--- src/rtl/pp_interpolator_2.sv ---
// pp_interpolator_2 -- polyphase interpolate-by-2 FIR.
//
// Every accepted input sample x[n] produces two output samples in order:
//   y0 = sum_k h0[k]*x[n-k]   (registered on the accept edge)
//   y1 = sum_k h1[k]*x[n-k]   (held in ph1_q, emitted on the following edge)
// Both phases read the same input delay line. Arithmetic is full precision.
//
// Handshake: an input transfer happens on a rising clk edge when
// valid_in & ready_in are both high. ready_in is low only while y1 is still
// pending (state PH0). The output has no backpressure. valid_out marks the
// single cycle in which data_out carries a new sample.
//
// Optional feature macro: PP_INTERP_BYPASS_EN adds a bypass input. It passes
// data_in straight through, scaled by 2^(COEFF_WIDTH-1), and parks the filter.
//
// Ports:
//   clk        in   clock
//   arst_n     in   synchronous active-low reset
//   data_in    in   signed input sample [DATA_WIDTH]
//   valid_in   in   data_in valid
//   ready_in   out  block can accept a sample this cycle
//   data_out   out  signed interpolated sample [OUT_WIDTH]
//   valid_out  out  data_out valid this cycle
//   bypass     in   (PP_INTERP_BYPASS_EN only) pass-through select
module pp_interpolator_2 #(
  parameter int DATA_WIDTH  = 16,
  parameter int COEFF_WIDTH = 5,
  parameter int N_COEFFS_0  = 2,
  parameter int N_COEFFS_1  = 1,
  parameter logic [N_COEFFS_0*COEFF_WIDTH-1:0] COEFFS_0 = 10'h061,
  parameter logic [N_COEFFS_1*COEFF_WIDTH-1:0] COEFFS_1 = 5'd4,
  localparam int NMAX      = (N_COEFFS_0 > N_COEFFS_1) ? N_COEFFS_0 : N_COEFFS_1,
  localparam int OUT_WIDTH = DATA_WIDTH + COEFF_WIDTH + $clog2(NMAX) + 1
) (
  input  logic                        clk,
  input  logic                        arst_n,
  input  logic signed [DATA_WIDTH-1:0] data_in,
  input  logic                        valid_in,
  output logic                        ready_in,
  output logic signed [OUT_WIDTH-1:0] data_out,
  output logic                        valid_out
`ifdef PP_INTERP_BYPASS_EN
  ,
  input  logic                        bypass
`endif
);

  // Delay line keeps NMAX-1 past samples; sized to at least one entry so
  // the declaration stays legal when both phases have a single tap.
  localparam int DL_SZ = (NMAX > 1) ? NMAX - 1 : 1;

  typedef enum logic [1:0] {IDLE = 2'd0, PH0 = 2'd1, PH1 = 2'd2} state_t;

  state_t                       state, state_d;
  logic signed [DATA_WIDTH-1:0] dl [DL_SZ];
  logic signed [DATA_WIDTH-1:0] taps [NMAX];
  logic signed [OUT_WIDTH-1:0]  y0, y1;
  logic signed [OUT_WIDTH-1:0]  data_q, data_d;
  logic signed [OUT_WIDTH-1:0]  ph1_q, ph1_d;
  logic                         valid_q, valid_d;
  logic                         shift;
  logic                         fsm_ready;

  function automatic logic signed [OUT_WIDTH-1:0] sx_c(input logic [COEFF_WIDTH-1:0] c);
    return {{(OUT_WIDTH-COEFF_WIDTH){c[COEFF_WIDTH-1]}}, c};
  endfunction

  function automatic logic signed [OUT_WIDTH-1:0] sx_d(input logic [DATA_WIDTH-1:0] d);
    return {{(OUT_WIDTH-DATA_WIDTH){d[DATA_WIDTH-1]}}, d};
  endfunction

  // Tap 0 is the incoming sample, tap k is the k-th oldest stored sample.
  always_comb begin
    taps[0] = data_in;
    for (int k = 1; k < NMAX; k++) taps[k] = dl[k-1];
  end

  // Operands are widened to OUT_WIDTH first, so the truncated product is exact.
  always_comb begin
    y0 = '0;
    for (int k = 0; k < N_COEFFS_0; k++)
      y0 = y0 + sx_c(COEFFS_0[k*COEFF_WIDTH +: COEFF_WIDTH]) * sx_d(taps[k]);
  end

  always_comb begin
    y1 = '0;
    for (int k = 0; k < N_COEFFS_1; k++)
      y1 = y1 + sx_c(COEFFS_1[k*COEFF_WIDTH +: COEFF_WIDTH]) * sx_d(taps[k]);
  end

  assign fsm_ready = (state != PH0);

  // Next-state and datapath control.
  always_comb begin
    state_d = state;
    data_d  = data_q;
    ph1_d   = ph1_q;
    valid_d = 1'b0;
    shift   = 1'b0;
    case (state)
      PH0: begin
        data_d  = ph1_q;
        valid_d = 1'b1;
        state_d = PH1;
      end
      default: begin // IDLE, PH1
        if (valid_in) begin
          data_d  = y0;
          ph1_d   = y1;
          valid_d = 1'b1;
          shift   = 1'b1;
          state_d = PH0;
        end else begin
          state_d = IDLE;
        end
      end
    endcase
`ifdef PP_INTERP_BYPASS_EN
    // Bypass parks the filter: pending y1 dropped, delay line frozen.
    if (bypass) begin
      state_d = IDLE;
      data_d  = data_q;
      ph1_d   = ph1_q;
      valid_d = 1'b0;
      shift   = 1'b0;
    end
`endif
  end

  always_ff @(posedge clk) begin
    if (!arst_n) begin
      state   <= IDLE;
      data_q  <= '0;
      ph1_q   <= '0;
      valid_q <= 1'b0;
      for (int i = 0; i < DL_SZ; i++) dl[i] <= '0;
    end else begin
      state   <= state_d;
      data_q  <= data_d;
      ph1_q   <= ph1_d;
      valid_q <= valid_d;
      if (shift && NMAX > 1) begin
        for (int i = DL_SZ - 1; i > 0; i--) dl[i] <= dl[i-1];
        dl[0] <= data_in;
      end
    end
  end

`ifdef PP_INTERP_BYPASS_EN
  logic signed [OUT_WIDTH-1:0] byp_val;
  assign byp_val   = {{(OUT_WIDTH-DATA_WIDTH-COEFF_WIDTH+1){data_in[DATA_WIDTH-1]}},
                      data_in, {(COEFF_WIDTH-1){1'b0}}};
  assign ready_in  = bypass ? 1'b1     : fsm_ready;
  assign data_out  = bypass ? byp_val  : data_q;
  assign valid_out = bypass ? valid_in : valid_q;
`else
  assign ready_in  = fsm_ready;
  assign data_out  = data_q;
  assign valid_out = valid_q;
`endif

endmodule

--- config.mk ---
export PLATFORM = sky130hd
export DESIGN_NAME = pp_interpolator_2
export DESIGN_NICKNAME = d
export VERILOG_FILES = /design/src/rtl/pp_interpolator_2.sv
export SDC_FILE = /design/constraint.sdc
export NUM_CORES = 1
export LEC_CHECK = 0
export CAP_MARGIN = 25
export CELL_PAD_IN_SITES_DETAIL_PLACEMENT = 1
export CELL_PAD_IN_SITES_GLOBAL_PLACEMENT = 2
export CORE_MARGIN = 3
export CORE_UTILIZATION = 31
export CTS_CLUSTER_DIAMETER = 60
export CTS_CLUSTER_SIZE = 8
export DETAILED_ROUTE_END_ITERATION = 10
export GPL_ROUTABILITY_DRIVEN = 0
export HOLD_SLACK_MARGIN = 0.06
export PLACE_DENSITY = 0.83
export SYNTH_ARGS = -nofsm -noshare
export SYNTH_HDL_FRONTEND = slang
export SYNTH_SLANG_ARGS = --single-unit
--- constraint.sdc ---
create_clock -name clk -period 3.1 [get_ports clk]
set_input_delay 0.62 -clock clk [delete_from_list [all_inputs] [get_ports clk]]
set_output_delay 0.62 -clock clk [all_outputs]
set_load 0.02 [all_outputs]
### Wiring by layer, run 1

(4 px per um)
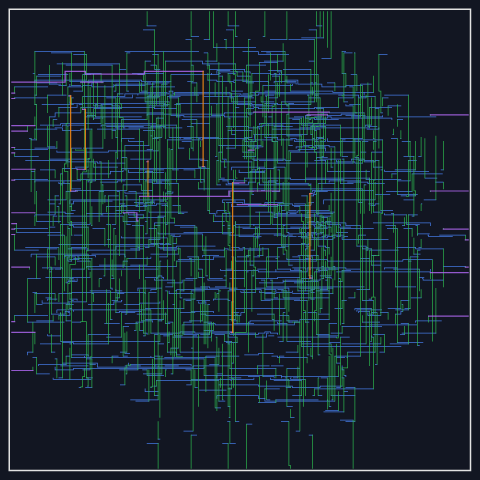
| color | layer | wire length |
|---|---|---|
| purple | met3 | 233 um |
| orange | met4 | 130 um |
| blue | met1 | 4970 um |
| green | met2 | 5620 um |

### Power grid, run 1

(3 px per um) Pins as bars on the die edge.
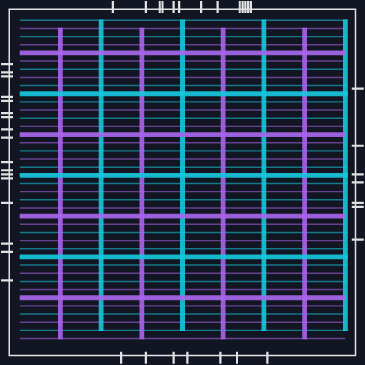
| color | net |
|---|---|
| purple | VSS |
| cyan | VDD |
met1 rails: 40
rows: 39
met5 straps: 7
signal pins: 44
worst IR drop on VDD: 0.0002848 V
core footprint: 11520 um2
Die Y-Extent: 115.0 um
chip width: 115.0 um

### Clock distribution, run 1

(2 px per um)
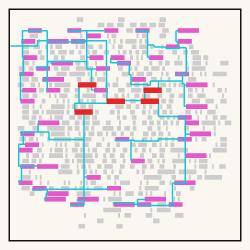
[cyan] clock wires | length: 807 um
[magenta] flip-flops | count: 55
[red] cells driving clock nets | count: 5
routed clock nets: 6
flops lie: widely spread

==> notes.md, run 1 <==
Implementation status.

- The clock tree synthesis step divided the H-tree into 2 levels.
- The number of cells on the worst hold path is 1.
- Per Yosys stat, the portion of area used by sequential elements is 34.27%.
- The top cell types in the final layout, fill and taps aside, are 68 x buf_4, 60 x inv_1, 39 x nor2_1, 39 x dfxtp_1, 39 x clkdlybuf4s50_1.
- The number of cells reported by Yosys stat comes to 416.
- The synthesized netlist handed to floorplanning was reported with a cell count of between 400 and 500.
- In this run the tools logged warnings totalling 28.
- Per the detail_route report, DRC violations left total 0.
- Across all checked pins, the minimum headroom to the slew limit is 72.81%.
- The clock slew at the register clock pins of the worst setup and hold paths is 0.08 ns.
- The cell class contributing the biggest share of worst-path delay is adder cells.
- The cell area after synthesis is 3680 um2.
- The worst setup path is launched from a flop.
- The clock skew is about 0.0052 ns.
- The worst path meets setup with around 0.054 ns of slack.
- The worst setup path category is flop to flop.
- The first detailed-routing pass ran for 4 iterations.
- For reference, the critical path cell chain is ha_1 > fa_2 > ha_4 > a211oi_4 > buf_4 > o21bai_1 > a221o_1 > a21oi_2 > xor2_1 > o21ai_0.
- Setup repair after global routing could not meet its margin everywhere.
- Global routing finished with a remaining overflow of 0.
- Post-synth the commonest register cell is dfxtp_1.
- The flip-flop and latch count after synthesis is 55.
- The number of buffers on the longest clock path is 2.
- The worst path uses 98.26% of the clock period.
- The final report gives the standard cell area, fillers excluded, as ~5200 um2.
- The net count after synthesis is 487.
- The slowest stage of the critical path belongs to the cell fa_2.
- The relative area change from synthesis to final layout is 40.39%.
- The first global-routing pass estimated around 18000 um of wire.
- The antenna diode count is 0.
- The min-delay analysis places its worst path in the category flop to flop.
- The global router's overall resource usage is 16.80%.
- Entering global routing, the biggest net connects 32 pins.
- After detailed routing, the average wire length per cell comes to 16.57 um.
- The area of the synthesized netlist per yosys stat is 3680 um2.
- For this run, the post-layout net count is 588.
- The report shows a maximum critical-path fanout of 2.
- The worst slack at placement is -0.5163 ns.
- Counting distinct cell types in the post-synthesis netlist gives 48.
- The number of cells traversed by the worst register-to-register path is 10.
- The number of antenna violations at the first check in global routing is 0.
- The number of max-capacitance violations reported is 0.
- The slack of the worst reg-to-reg path is 0.05 ns.
- The worst stage delay on the critical path is 0.62 ns.
- The proportion of register bits with asynchronous set or reset after synthesis is 0%.
- The remaining antenna violation count is 0.
- The final timing report lists a max-slew violation count of 0.
- The achievable clock frequency is 0.3283 GHz.
- The total clock buffers created by CTS is 5.
- The flow ran to the end, and the final reports show no timing, DRC or antenna violations.
- The later-pin clock latency in the skew report is slightly below 0.3 ns.
- Looking at hold timing, the worst path starts from ph1_q[6].
- The count of buffers added on input and output ports is ~43.
- The critical register-to-register path endpoint is data_out[8].
- The starting density of the core is about a third.
- The number of clock sinks came to approximately 55.
- TritonCTS built the clock tree.
- The final-report hold violation count is 0.
- The placed wire-length estimate is 7943 um.
- Hold timing on the final database bottoms out at a slack of ~0.46 ns.
- Data on the critical path is required at its endpoint by 3.27 ns.
- The count of library flops with an enable pin is 16.
- The timing report notes that buffer and inverter cells on the critical path total 1.
- The cell sitting at the root of the clock tree is a clkbuf_16.
- The startpoint of the worst-slack reg-to-reg timing path is dl[0][1].
- The data arrival time reported for the critical path is between 3 and 4 ns.
- During synthesis, Yosys emitted a total of 0 warnings.
- Per the OpenROAD power report, leakage power amounts to 2.480 nW.
- The number of failing setup endpoints in the final timing report is 0.
- Looking at the hold checks, the worst path lands on ph1_q[6].
- 44 I/O pins were placed.
- The total power per unit cell area is 567.1 nW/um2.
- The via count of the first global-routing pass was 3602.
- The detailed router reports a met2 wire length of 5617 um.
- The vias after detailed routing is around 3300.
- For the pin with the worst max-slew slack, the measured transition is 0.4078 ns.
- The total power draw is 2.930 mW.
- The average via count per standard cell is 4.998.
- A synthesized cell averages 8.846 um2.
- The share of final-layout standard cells stronger than drive strength 1 is 25.29%.
- The count of hold-fix buffers inserted at cts is 0.
- The placed cell area is 4644 um2.
- The detailed router put a total of around 5000 um of wire on met1.
- The final critical-path required period is 3.046 ns.
- The capturing element type of the critical path is a flop.
-- run 1: flip-flops by register name, summed over array words and instances, names as in the netlist --
register   flops
data_out      20
dl            16
ph1_q         16
state          2
valid_out      1
-- run 1: stage by stage --
step           util [%]  std cells  setup TNS, ns
2_1_floorplan         -        416              0
3_3_place_gp      40.33        643         -4.292
3_5_place_dp      40.33        643         -4.942
4_1_cts           42.86        653              0
5_1_grt           44.86        661        -0.3644
6_report          44.86        661              0
-- run 1: cells by family after synthesis --
kind of cell	count (synthesis)	synth area share [%]
xor gates and xnor gates	7	1.666
muxes	7	1.938
AOI/OAI and AO/OA	109	19.28
buffers and inverters	93	9.929
DFF	55	34.27
adders and majority gates	52	20.74
and+or+nand+nor	93	12.17
-- run 1: worst reg2reg max path: stages, from the launching register on --
cell	delay (ns)
edfxtp_1	0.42
ha_1	0.34
fa_2	0.62
ha_4	0.22
a211oi_4	0.26
buf_4	0.16
o21bai_1	0.09
a221o_1	0.34
a21oi_2	0.15
xor2_1	0.20
o21ai_0	0.11
-- run 1: synth_stat cells (4+ instances only) --
cell type  number  area [um2]
a21o_1         22       165.2
nand2_1        14       52.55
o21ai_0        18       90.09
dfxtp_1        39       780.8
and2_1          4       25.02
o21a_1          5       37.54
nor2b_1         5       31.28
buf_2           4       20.02
nor3_1          7       35.03
a211oi_1        8       60.06
a31oi_1         9       56.30
nand3_1         7       35.03
fa_1           15       300.3
o211ai_1        4       30.03
ha_1           37       462.9
clkbuf_1        8       30.03
edfxtp_1       16       480.5
inv_1          74       277.8
xnor2_1         4       35.03
nor2_1         39       146.4
mux2i_1         6       60.06
a21oi_1        29       145.1
or3_1           5       31.28
-- run 1: timing repair --
action | 4_1_cts | 5_1_grt
pin swaps | 12 | 34
endpoints found under the setup margin | 11 | 13
buffers inserted | 2 | 8
gates resized | 18 | 42
-- run 1: worst max path at each step --
| stage | endpoint | from | slack [ns] | cells past startpoint |
|---|---|---|---|---|
| after global placement | data_out[17] | data_in[10] | -0.42 | 11 |
| after global routing | data_out[15] | data_in[4] | -0.08 | 11 |
| final | data_out[8] | dl[0][1] | 0.05 | 10 |
| after floorplan | data_out[18] | dl[0][1] | 0.05 | 10 |
| after CTS | data_out[8] | data_in[2] | 0.009 | 10 |
| after detailed placement | data_out[17] | data_in[10] | -0.52 | 11 |
-- run 1: where the power goes --
part	leakage, nW	internal, mW	switching, mW
clock network	0.0826	0.355	0.291
logic	1.90	0.705	0.713
registers	0.496	0.817	0.0477
total	2.48	1.88	1.05
-- run 1: layer usage --
metal | up-vias | GRT usage, %
met5 | - | 0
met4 | 0 | 2.582
met3 | 12 | 2.000
met2 | 48 | 30.56
met1 | 1623 | 21.74
li1 | 1621 | -
-- run 1: final cells by class --
cell class / instances / area (um2)
fillers: 1342 / 6350
clock inverters: 2 / 17.52
clock buffers: 6 / 150.1
well taps: 143 / 178.9
inverters: 76 / 285.3
flip-flops and latches: 55 / 1261
repair buffers: 111 / 950.9
multi-input cells: 268 / 2322
==> inputs of run 2 (changes only) <==
--- a/config.mk
+++ b/config.mk
@@ -16,6 +16,7 @@
 export GPL_ROUTABILITY_DRIVEN = 0
 export HOLD_SLACK_MARGIN = 0.06
 export PLACE_DENSITY = 0.83
+export SLEW_MARGIN = 20
 export SYNTH_ARGS = -nofsm -noshare
 export SYNTH_HDL_FRONTEND = slang
 export SYNTH_SLANG_ARGS = --single-unit
### Selected gate families, run 2

(2 px per um)
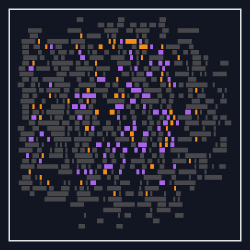
| color | family | cells |
|---|---|---|
| purple | inverting AOI/OAI gates | 76 |
| orange | NOR gates | 56 |
highest-count logic cell in the final layout: buf_4
fin cells: 661
multi-input logic portion of the cell area: 44.95%

### Power grid, run 2

(3 px per um) Pins as bars on the die edge.
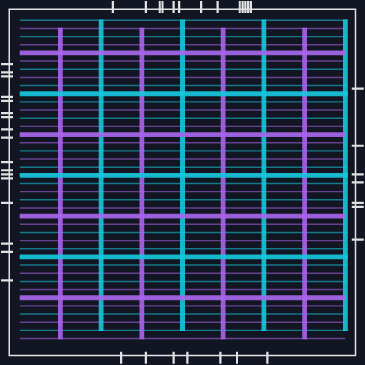
| color | net |
|---|---|
| cyan | VDD |
| purple | VSS |
met1 rails: 40
met5 straps: 7
met4 straps: 8

==> run 2 against run 1 <==
Net effect:
- critical path depth stayed put
- combinational power barely moved
- critical path type unchanged
- area after synthesis did not move
- critical endpoint unchanged
- first-iteration DRC count is the same
==> notes.md, run 2 <==
Implementation status.

- The placed wire-length estimate is 7943 um (unchanged).
- The count of library flops with an enable pin was 16 (unchanged).
- The final critical-path required period was 3.046 ns (unchanged).
- For the worst reg-to-reg path, the startpoint reported by OpenROAD is dl[0][1].
- The synthesis run shows the most used standard cells to be 74 x inv_1, 39 x dfxtp_1, 39 x nor2_1.
- The average via count per standard cell was 4.998 (unchanged).
- The number of cells traversed by the worst register-to-register path is 10 (unchanged).
- The actual transition at the worst max-transition pin is 0.4078 ns (unchanged).
- The global-route congestion overflow total is 0 (unchanged).
- The cell-internal power is 1.877 mW (unchanged).
- Setup repair after global routing could not meet its margin everywhere.
- The worst slack at placement is -0.5163 ns (unchanged).
- The worst setup path category is flop to flop.
- The number of buffers on the longest clock path came to 2 (unchanged).
- The number of cell instances after yosys synthesis came to 416 (unchanged).
- The number of top-level pins came to 44 (unchanged).
- The clock slew at the register clock pins of the worst setup and hold paths is 0.08 ns (about the same).
- The horizontal die dimension is 115.0 um (unchanged).
- TritonCTS built the clock tree.
- The net count entering floorplan is 487 (unchanged).
- The flip-flop and latch count after synthesis came to 55 (unchanged).
- The largest fanout on the critical path is 2 (unchanged).
- The cell area after synthesis was 3680 um2 (unchanged).
- The area of the synthesized netlist per yosys stat is 3680 um2 (unchanged).
- The synthesis report names the predominant flop master as dfxtp_1.
- The critical register-to-register path endpoint is data_out[8].
- The remaining antenna violation count is 0 (unchanged).
- The count of hold-fix buffers inserted at cts came to 0 (unchanged).
- The net switching power is 1.052 mW (unchanged).
- The relative area change from synthesis to final layout came to 40.39% (unchanged).
- The required time of the critical path is 3.27 ns (about the same).
- The portion of synthesized cell area occupied by the leading cell type is 21.22% (unchanged).
- The number of clock sinks is 55 (unchanged).
- The antenna diode count is 0 (unchanged).
- The achievable clock frequency is 0.3283 GHz (unchanged).
- The synthesis report lists the most area-consuming cells as dfxtp_1 21%, edfxtp_1 13%, ha_1 13%.
- The flip-flop count of the largest register, all copies and words added was 20 (unchanged).
- The share of power burned in combinational logic is 48.4% (about the same).
- The power share of the sequential group was 29.5% (about the same).
- The final-report hold violation count is 0 (unchanged).
- The synthesis warning total is 0 (unchanged).
- The total power per unit cell area came to 567.1 nW/um2 (unchanged).
- The headroom to the max-slew limit was 72.81% (unchanged).
- The slack of the worst reg-to-reg path is 0.05 ns (about the same).
- The share of final-layout standard cells stronger than drive strength 1 is 25.29% (unchanged).
- The wire length of the first global-routing pass is 17680 um (unchanged).
- The average cell area after synthesis was 8.846 um2 (unchanged).
- The global router's overall resource usage is 16.80% (unchanged).
- The total power draw is 2.930 mW (unchanged).
- The number of antenna violations at the first check in global routing was 0 (unchanged).
- The proportion of register bits with asynchronous set or reset after synthesis is 0% (unchanged).
- The number of max-capacitance violations reported is 0 (unchanged).
- The clock skew is 0.005223 ns (unchanged).
- The switching power as a share of total power is 35.92% (unchanged).
- The count of TritonRoute iterations in the first routing pass came to 4 (unchanged).
- The share of synthesized area occupied by flip-flops and latches came to 34.27% (unchanged).
- The capturing element type of the critical path is a flop.
- The detailed-route DRC error count is 0 (unchanged).
- The flow ran to the end, and the final reports show no timing, DRC or antenna violations.
- The maximum number of pins on one net before global-route repair was 32 (unchanged).
- The launch point of the critical path was reported as dl[0][1].
- The critical path data arrival time is 3.22 ns (about the same).
- The dominant cell type by area after synthesis is dfxtp_1.
- The end-of-flow core utilization is 44.86% (unchanged).
- The later-pin clock latency in the skew report is 0.29 ns (about the same).
- The end point of the critical path is data_out[8].
- The cell with the most instances after synthesis is inv_1.
- The floorplan die height is 115.0 um (unchanged).
run 2: layout make-up:
cell class | count | area [um2]
repair buffers | 111 | 950.9
well taps | 143 | 178.9
clock buffers | 6 | 150.1
clock inverters | 2 | 17.52
fillers | 1342 | 6350
inverters | 76 | 285.3
flip-flops and latches | 55 | 1261
multi-input cells | 268 | 2322
run 2: what timing repair did:
| item | in CTS | in global routing |
|---|---|---|
| pin swaps | 12 | 34 |
| buffers inserted | 2 | 8 |
| gates resized | 18 | 42 |
| endpoints found under the setup margin | 11 | 13 |
run 2: worst min path at each step:
stage,startpoint,end,slack (ns),cells after the start
finish,ph1_q[6],ph1_q[6],0.46,1
global route,ph1_q[6],ph1_q[6],0.49,1
CTS,ph1_q[6],ph1_q[6],0.46,1
detailed placement,ph1_q[6],ph1_q[6],0.44,1
global placement,ph1_q[4],ph1_q[4],0.43,1
floorplan,ph1_q[4],ph1_q[4],0.42,1
run 2: worst max-delay path: stages, from the launching register on:
cell	delay, ns
edfxtp_1	0.42
ha_1	0.34
fa_2	0.62
ha_4	0.22
a211oi_4	0.26
buf_4	0.16
o21bai_1	0.09
a221o_1	0.34
a21oi_2	0.15
xor2_1	0.20
o21ai_0	0.11
run 2: kinds of logic after synthesis:
logic type | Yosys count | synth area share [%]
muxes | 7 | 1.938
xor gates and xnor gates | 7 | 1.666
and+or+nand+nor | 93 | 12.17
adders and majority gates | 52 | 20.74
DFF | 55 | 34.27
AOI/OAI and AO/OA | 109 | 19.28
buffers and inverters | 93 | 9.929
run 2: per-stage QoR:
stage          hold slack (ns)  cell area, um2
2_1_floorplan           0.4206            3680
3_3_place_gp            0.4297            4644
3_5_place_dp            0.4378            4644
4_1_cts                 0.4569            4936
5_1_grt                 0.4855            5166
6_report                0.4567            5166
run 2: layer usage:
| layer | vias up | part of all wire (%) | GRT usage [%] |
|---|---|---|---|
| met4 | 0 | 1.2 | 2.582 |
| met3 | 12 | 2.1 | 2.000 |
| met5 | - | 0 | 0 |
| li1 | 1621 | - | - |
| met1 | 1623 | 45 | 21.74 |
| met2 | 48 | 51 | 30.56 |
run 2: power groups by stage:
stage,registers (mW),logic [mW],clock network [mW]
2_1_floorplan,0.922,0.626,0
5_1_grt,0.876,1.57,0.689
6_report,0.865,1.42,0.646
3_5_place_dp,0.882,1.17,0
4_1_cts,0.866,1.27,0.655
3_3_place_gp,0.880,1.14,0
==> inputs of run 3 (changes only) <==
--- a/config.mk
+++ b/config.mk
@@ -11,11 +11,11 @@
 export CORE_MARGIN = 3
 export CORE_UTILIZATION = 31
 export CTS_CLUSTER_DIAMETER = 60
-export CTS_CLUSTER_SIZE = 8
 export DETAILED_ROUTE_END_ITERATION = 10
 export GPL_ROUTABILITY_DRIVEN = 0
 export HOLD_SLACK_MARGIN = 0.06
 export PLACE_DENSITY = 0.83
+export RECOVER_POWER = 50
 export SLEW_MARGIN = 20
 export SYNTH_ARGS = -nofsm -noshare
 export SYNTH_HDL_FRONTEND = slang
==> run 3 against run 2 <==
Net effect:
- register-to-register slack about the same
- global-route usage unchanged
- worst hold slack about the same
- largest cell class unchanged
- highest routed layer unchanged
==> notes.md, run 3 <==
Implementation status.

- The flow ran to the end, and the final reports show no timing, DRC or antenna violations.
- The number of antenna violations at the first check in global routing was 0 (unchanged).
- The largest fanout on the critical path is 3 (+1).
- The area growth from synthesis to layout is 39.99%.
- The final-report hold violation count is 0 (unchanged).
- The critical path goes through clkdlybuf4s50_1 > inv_2 > fa_1 > inv_2 > ha_4 > buf_4 > o21ai_2 > nor4_1 > or3_4 > or3_1 > a31oi_1 > a21oi_1.
- The remaining antenna violation count is 0 (unchanged).
- The critical path data arrival time is 3.22 ns (about the same).
- The count of hold-fix buffers inserted at cts is 0 (unchanged).
- The wire length of the first global-routing pass came to 17680 um (unchanged).
- The required time of the critical path came to 3.27 ns (about the same).
- The end-of-flow core utilization is 44.73% (-0.13 points).
- The average cell area after synthesis was 8.846 um2 (unchanged).
- The headroom to the max-slew limit was 38.52% (-34 points).
- The average via count per standard cell is 4.982 (-0.33%).
- The share of final-layout standard cells stronger than drive strength 1 is 24.90% (-0.39 points).
- The leading register cell type out of synthesis is dfxtp_1.
- The number of clock sinks was 55 (unchanged).
- The largest total area in the synthesized netlist belongs to dfxtp_1.
- In the post-synthesis netlist, the biggest area contributors are dfxtp_1 21%, edfxtp_1 13%, ha_1 13%.
- The count of TritonRoute iterations in the first routing pass came to 4 (unchanged).
- The final critical-path required period is 3.043 ns (-0.002678 ns).
- The cell area after synthesis was 3680 um2 (unchanged).
- TritonCTS built the clock tree.
- The placed wire-length estimate is 7943 um (unchanged).
- Counting stages on the worst path, the most repeated cell is inv_2.
- The share of power burned in combinational logic is 48.2% (-0.2 points).
- The global-route congestion overflow total is 0 (unchanged).
- The cell-internal power is 1.858 mW (-1.0%).
- STA classifies the critical path startpoint as an input pin.
- The number of buffers on the longest clock path is 2 (unchanged).
- The antenna diode count is 0 (unchanged).
- The achievable clock frequency is 0.3286 GHz (about the same).
- The most frequently placed logic cell in the final layout is buf_4.
- Yosys reports that the most numerous cell types are 74 x inv_1, 39 x dfxtp_1, 39 x nor2_1.
- The worst stage delay on the critical path came to 0.49 ns (-0.13 ns).
- The proportion of register bits with asynchronous set or reset after synthesis was 0% (unchanged).
- The sequential standard cell area came to 1261 um2 (unchanged).
- The flip-flop and latch count after synthesis is 55 (unchanged).
- The filler-free cell count of the finished design is 661 (unchanged).
- The detailed-route DRC error count is 0 (unchanged).
- The net switching power is 1.045 mW (-0.71%).
- The power share of the sequential group is 29.7% (+0.2 points).
- The share of synthesized area occupied by flip-flops and latches is 34.27% (unchanged).
- The portion of synthesized cell area occupied by the leading cell type is 21.22% (unchanged).
- The number of cell instances after yosys synthesis is 416 (unchanged).
- The horizontal die dimension is 115.0 um (unchanged).
- The count of library flops with an enable pin came to 16 (unchanged).
- The clock slew at the register clock pins of the worst setup and hold paths is 0.08 ns (about the same).
- The maximum number of pins on one net before global-route repair came to 32 (unchanged).
- The number of filler instances in the final layout is 1345 (+0.22%).
- The cell with the most instances after synthesis is inv_1.
- The switching power as a share of total power is 35.99% (+0.068 points).
- The standard cell with the maximum stage delay on the critical path is fa_1.
- The actual transition at the worst max-transition pin is 0.9152 ns (+0.5074 ns).
[run 3: cell counts after synthesis]
Identical to the previous run, type by type.
[run 3: power groups by stage]
stage          registers, mW  clock network (mW)  logic (mW)
2_1_floorplan          0.922                   0       0.626
3_3_place_gp           0.880                   0        1.14
3_5_place_dp           0.882                   0        1.17
4_1_cts                0.866               0.655        1.27
5_1_grt                0.874               0.689        1.55
6_report               0.863               0.642        1.40
[run 3: repair_timing]
action                                  4_1_cts  5_1_grt
endpoints found under the setup margin       11       13
gates resized                                18       42
pin swaps                                    12       34
buffers inserted                              2        8
[run 3: cells by family (layout without fill, tap and decap cells)]
logic type,Yosys count,count (layout),share of synthesized area (%)
fa+ha+maj,52,52,20.74
buf+inv,93,195,9.929
xor+xnor,7,7,1.666
simple gates,93,93,12.17
flops,55,55,34.27
mux,7,7,1.938
compound gates,109,109,19.28
[run 3: per-layer routing]
metal	track usage, %	share of wire [%]	routed length, um
met4	2.582	1.2	130
met1	21.74	46	4993
met2	30.56	51	5595
met3	2.000	2.1	227
met5	0	0	0
[run 3: critical path: cells and delay by family]
| kind | cells | cell delay, ns |
|---|---|---|
| buffers and inverters | 4 | 0.70 |
| adders and majority gates | 2 | 0.71 |
| and+or+nand+nor | 3 | 0.75 |
| AOI/OAI and AO/OA | 3 | 0.43 |
[run 3: per-stage QoR]
| stage | instance area [um2] | total power, mW |
|---|---|---|
| 4_1_cts | 4936 | 2.795 |
| 2_1_floorplan | 3680 | 1.548 |
| 5_1_grt | 5151 | 3.111 |
| 3_5_place_dp | 4644 | 2.057 |
| 3_3_place_gp | 4644 | 2.019 |
| 6_report | 5151 | 2.903 |
[run 3: final cells by class]
type | instances | area share (%)
clock buffer | 6 | 2.915
clock inverter | 2 | 0.3401
inverter | 76 | 5.538
multi-input combinational | 268 | 44.86
sequential | 55 | 24.48
tap | 143 | 3.473
timing repair buffer | 111 | 18.39
[run 3: worst paths after layout]
kind	start	endpoint	slack [ns]	cells after the start
hold reg to reg	ph1_q[6]	ph1_q[6]	0.46	1
setup / recovery	data_in[3]	data_out[10]	0.06	12
hold / removal	ph1_q[6]	ph1_q[6]	0.46	1
setup reg to reg	dl[0][1]	data_out[8]	0.06	10
### Clock distribution, run 3

(2 px per um)
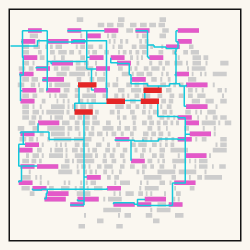
[cyan] clock wires | length: 796 um
[magenta] flip-flops | count: 55
[red] cells driving clock nets | count: 5
flops lie: widely spread
worst skew pair latency: 0.29 ns
Layout Skew: 0.007299 ns
clock share of power: 22.1%
P_clk: 0.642 mW

### Wiring by layer, run 3

(4 px per um)
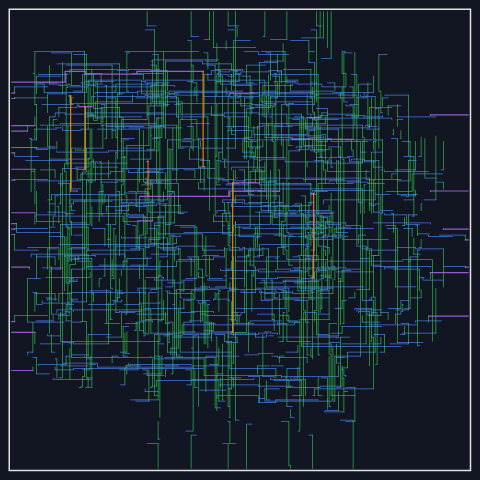
| color | layer | wire length |
|---|---|---|
| green | met2 | 5600 um |
| orange | met4 | 131 um |
| blue | met1 | 4990 um |
| purple | met3 | 227 um |
Routed wire per std cell: 16.56 um
total wire length: 10950 um
DR vias: 3293
global-route usage over all layers: 16.80%

No activity file was given, so power comes from the tool's default toggle rates.
